==> config.mk <==
export PLATFORM = sky130hd
export DESIGN_NAME = booth_multiplier_param
export DESIGN_NICKNAME = d
export VERILOG_FILES = /design/src/rtl/booth_multiplier_param.sv
export SDC_FILE = /design/constraint.sdc
export NUM_CORES = 1
export LEC_CHECK = 0
export ABC_AREA = 0
export ABC_CLOCK_PERIOD_IN_PS = 3160
export CAP_MARGIN = 40
export CORE_MARGIN = 4
export CORE_UTILIZATION = 32
export DETAILED_ROUTE_END_ITERATION = 10
export PLACE_DENSITY_LB_ADDON = 0.08
export SETUP_SLACK_MARGIN = 0.1
export SLEW_MARGIN = 20
export SYNTH_ARGS = -nofsm -noshare
export SYNTH_HDL_FRONTEND = slang
export SYNTH_SLANG_ARGS = --single-unit
==> constraint.sdc <==
create_clock -name clock -period 3.16 [get_ports clock]
set_input_delay 0.79 -clock clock [delete_from_list [all_inputs] [get_ports clock]]
set_output_delay 0.79 -clock clock [all_outputs]
set_load 0.01 [all_outputs]
Fig. 1: run 1, signal wires on met1
The bar under the picture is 20 µm long. Cells faint in the background.
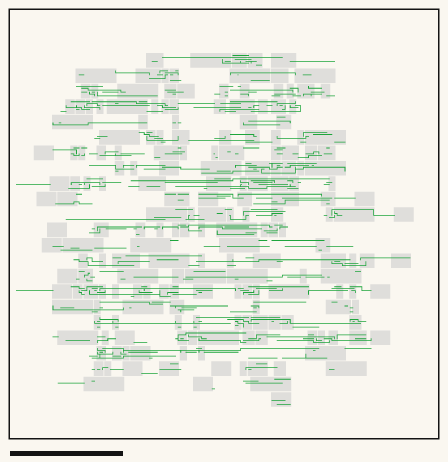
The longest straight run is 23.9 µm. The wires run mostly horizontal. The layer carries 1530 µm of wire. 197 nets have wire on it.
DR vias: 1231
met1 Track Usage GR: 0.145
total wire length: 3.19 mm

Fig. 2: run 1, M2 wires
The bar under the picture is 20 µm long. Cells faint in the background.
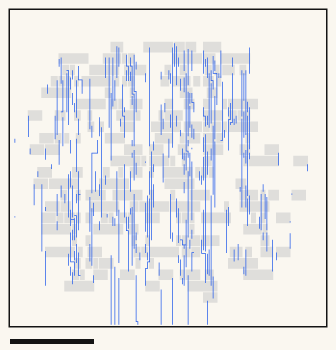
The longest straight run is 27.9 µm. The wires run mostly vertical. The layer carries 1510 µm of wire.
met2 usage: 0.227

Fig. 3: run 1, met3 routing
The bar under the picture is 20 µm long. Cells faint in the background.
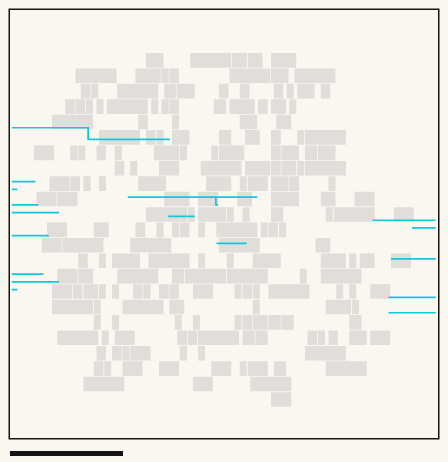
The layer carries 139 µm of wire. The longest straight run is 22.5 µm. The wires run mostly horizontal. 15 nets have wire on it. The layer holds 4.4% of the routed length.
met3 GRT Util: 0.0462

==> flow_summary_export.csv, run 1 <==
group,metric,value,unit
run_status,status,"complete, no violations",
final_timing,drv_slew,0,
final_timing,worst_slack,550,ps
synthesis,top_area_cell,"dfxtp_1",
clock_tree,cts-root-buf,"clkbuf_8",
placed_design,place_area,0.00172,mm²
synthesis,ys_top_logic_family,"simple AND/OR/NAND/NOR gates",
synthesis,ys_sh_simple,0.218,
route,drc_errors,0,
placed_design,post-place-ws,677,ps
synthesis,synth.mux.area_fraction,0.0274,
synthesis,ys_sh_xor,0.0360,
die,die_h,75.5,µm
final_timing,max_freq,0.383,GHz
cells_and_area,lay_top_count,"nand2_1",
cells_and_area,drive_gt1_frac,0.0594,
placed_design,globalplace.congestion,0.865,
final_timing,tightestPinTransition,606,ps
clock_tree,cts-buffers-inserted,5,
clock_tree,clk_pin_slew,70,ps
pwr,total_power,0.892,mW
route,drt_iter0_drc,35,
clock_tree,clkSinkCount,29,
clock_tree,insertion_delay,270,ps
clock_tree,post-cts-setup-buffers,0,
global_route,antenna_found_initial,0,
worst_setup_path,rrSetupSlack,700,ps
final_timing,clock-skew-final,6.60,ps
synthesis,synth_adder_area_share,0.0909,
final_timing,period_needed,2610,ps
global_route,gr-total-overflow,0,
die,ioPinCount,22,
worst_setup_path,path_class,"flop to primary output",
route,ant_nets,0,
clock_tree,cts_hold_buffers,0,
cells_and_area,largest_reg_flops,8,
pwr,power_frac_comb,0.227,
synthesis,synth_cells,178,
worst_setup_path,crit_cells,3,
synthesis,edf_count,0,
clock_tree,cts_tree,"done",
pwr,max-vdd-ir-drop,0.225,mV
final_timing,rsz0062_at_grt,"false",
worst_setup_path,cp_cell_sequence,"nand2b_1 > inv_2 > clkdlybuf4s50_1",
final_timing,hold_slack,450,ps
global_route,gr-usage-all-layers,0.127,
pwr,intPower,0.632,mW
clock_tree,htreeDepth,2,
synthesis,avgSynthCellArea,8.20,µm²
run 1: power by group through the flow:
stage | Sequential [mW] | Combinational, mW | Clock (mW)
global route | 0.406 | 0.233 | 0.313
finish | 0.403 | 0.203 | 0.287
detailed placement | 0.411 | 0.206 | 0
floorplan | 0.408 | 0.151 | 0
CTS | 0.403 | 0.207 | 0.296
global placement | 0.410 | 0.202 | 0
run 1: synthesized netlist by cell type (all sizes together), types with 3 or more instances:
| cell | number |
|---|---|
| a211oi | 3 |
| a21oi | 26 |
| a22oi | 4 |
| clkbuf | 5 |
| dfxtp | 29 |
| ha | 9 |
| inv | 9 |
| mux2i | 4 |
| nand2 | 36 |
| nand2b | 4 |
| nor2 | 13 |
| nor2b | 4 |
| o21ai | 4 |
| xnor2 | 5 |
run 1: logic make-up after synthesis:
group           Yosys count
flops                    29
buf+inv                  16
fa+ha+maj                10
compound gates           46
simple gates             67
xor+xnor                  6
mux                       4
run 1: tightest hold or removal path: cells and delay by family, from the launching register on:
family | cells | cell delay (ps)
compound gates | 1 | 50
flops | 1 | 300
simple gates | 1 | 50
run 1: final cells by class:
| cell class | instances | area, µm² |
|---|---|---|
| clock buffer | 6 | 72.6 |
| timing repair buffer | 23 | 225 |
| tap | 52 | 65.1 |
| multi-input combinational | 133 | 816 |
| sequential | 29 | 581 |
| fill | 465 | 2580 |
| inverter | 9 | 33.8 |
| clock inverter | 2 | 10.0 |
run 1: routing by layer:
layer  up-vias  routed length, µm  GRT usage
li1        653                  -          -
met1       557               1530      0.145
met2        19               1510      0.227
met3         2                138     0.0462
met4         0                 13     0.0233
met5         -                  0          0
Fig. 4: run 1, pin placement
The bar under the picture is 20 µm long. Pins as bars across the die edge, other pins in grey.
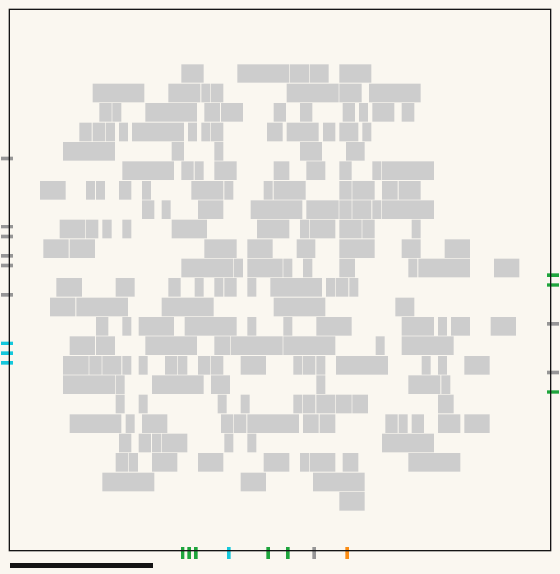

==> run 1 -> run 2 <==
--- a/config.mk
+++ b/config.mk
@@ -6,7 +6,7 @@
 export NUM_CORES = 1
 export LEC_CHECK = 0
 export ABC_AREA = 0
-export ABC_CLOCK_PERIOD_IN_PS = 3160
+export ABC_CLOCK_PERIOD_IN_PS = 2300
 export CAP_MARGIN = 40
 export CORE_MARGIN = 4
 export CORE_UTILIZATION = 32
==> constraint.sdc (replaced) <==
create_clock -name clock -period 2.3 [get_ports clock]
set_input_delay 0.575 -clock clock [delete_from_list [all_inputs] [get_ports clock]]
set_output_delay 0.575 -clock clock [all_outputs]
set_load 0.01 [all_outputs]
Fig. 5: run 2, pin placement
The bar under the picture is 20 µm long. Pins as bars across the die edge, other pins in grey.
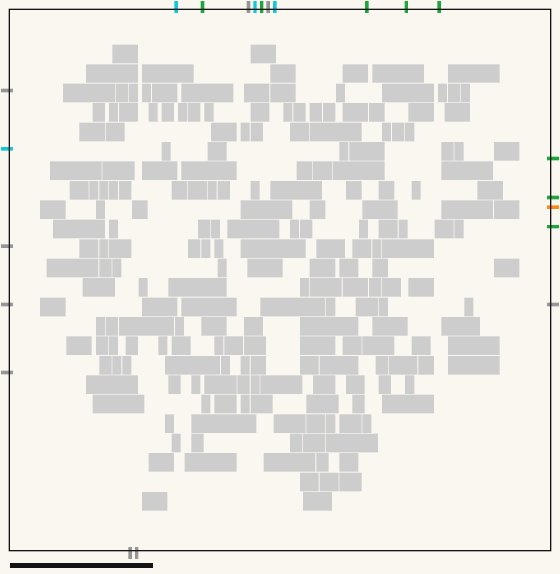
product: drawn in green, pins 8, direction output, edge 5 top, 3 right. done: drawn in orange, pins 1, direction output, edge right. multiplier: drawn in cyan, pins 4, direction input, edge 3 top, 1 left.
All pins by edge: 10 top, 5 left, 5 right, 2 bottom.
Port Buf Inserts: 21
Die W: 75.5 µm
die y size: 75.5 µm

==> run 2 against run 1 <==
  * Register-to-register slack lost 620 ps
  * Cell count grew 3.9%
  * Flip-flop count is the same
  * Wire length grew 15%
  * Area after synthesis is the same
  * Critical endpoint is now r_a[4]
  * Largest power group unchanged
  * Highest routed layer unchanged
==> flow_summary_export.csv, run 2 <==
group,metric,value,unit
global_route,gr-total-overflow,0,
run_status,status,"complete, no violations",
pwr,max-vdd-ir-drop,0.448,mV
route,drt_iter0_drc,66,
placed_design,globalplace.congestion,0.851,
clock_tree,clk_pin_slew,60,ps
pwr,power_frac_comb,0.282,
cells_and_area,largest_reg_flops,8,
clock_tree,htreeDepth,2,
final_timing,period_needed,2220,ps
route,dr_wl_met3,120,µm
pwr,intPower,0.960,mW
route,num_vias,1307,
worst_setup_path,cp_cell_sequence,"inv_2 > ha_4 > buf_4 > a21oi_4 > xnor2_1 > ha_1 > o2111ai_2 > and3_4 > or4_1 > a21oi_1",
synthesis,edf_count,0,
final_timing,drv_slew,0,
final_timing,clock-skew-final,2.77,ps
global_route,antenna_found_initial,0,
cells_and_area,drive_gt1_frac,0.193,
synthesis,top_area_cell,"dfxtp_1",
clock_tree,cts-root-buf,"clkbuf_8",
clock_tree,insertion_delay,270,ps
placed_design,post-place-ws,-51.9,ps
route,ant_nets,0,
clock_tree,cts_tree,"done",
worst_setup_path,path_class,"flop to flop",
die,ioPinCount,22,
-- run 2: tightest hold or removal path, cell delays in order (launching register included) --
cell     delay, ps
dfxtp_1        310
nand2_1         50
a21oi_1         50
-- run 2: repair_timing --
| action | CTS | global route |
|---|---|---|
| hold buffers | 0 | 0 |
| gates resized | 12 | 9 |
| setup endpoints to repair | 3 | 4 |
| pin swaps | 8 | 11 |
| buffers inserted | 3 | 1 |
-- run 2: area by class of cell --
type                    count  area (µm²)  area share
flip-flops and latches     29         586       0.293
well taps                  52        65.1      0.0325
inverters                   9        33.8      0.0169
repair buffers             34         312       0.156
clock buffers               7        86.3      0.0431
multi-input cells         133         920       0.459
-- run 2: kinds of logic (layout without fill, tap and decap cells) --
kind of cell | count (synthesis) | after routing | synth area share
multiplexers | 4 | 4 | 0.0274
adder cells (fa/ha/maj) | 10 | 10 | 0.0909
XOR/XNOR | 6 | 6 | 0.0360
AND/OR/NAND/NOR | 67 | 67 | 0.218
flip-flops | 29 | 29 | 0.398
buffers and inverters | 16 | 50 | 0.0429
AND-OR/OR-AND | 46 | 46 | 0.187
-- run 2: metrics by stage --
| stage | power, mW | utilization | setup TNS (ps) |
|---|---|---|---|
| 5_1_grt | 1.43 | 0.457 | -34.9 |
| 4_1_cts | 1.33 | 0.444 | 0 |
| 3_3_place_gp | 0.861 | 0.406 | 0 |
| 2_1_floorplan | 0.771 | - | 0 |
| 3_5_place_dp | 0.866 | 0.406 | -60.4 |
| 6_report | 1.35 | 0.457 | 0 |
-- run 2: per-layer routing --
| metal | vias to the layer above | global-route usage |
|---|---|---|
| met5 | - | 0 |
| met3 | 6 | 0.0383 |
| met4 | 0 | 0.0602 |
| met1 | 602 | 0.181 |
| met2 | 24 | 0.226 |
| li1 | 675 | - |
-- run 2: power groups by stage --
stage               logic [mW]  clock network, mW  registers (mW)
finish                   0.380              0.417           0.553
floorplan                0.210                  0           0.561
detailed placement       0.304                  0           0.563
global placement         0.300                  0           0.562
global route             0.420              0.457           0.557
CTS                      0.346              0.435           0.552
Power figures rest on the tool's default switching activity, not on a simulated workload.
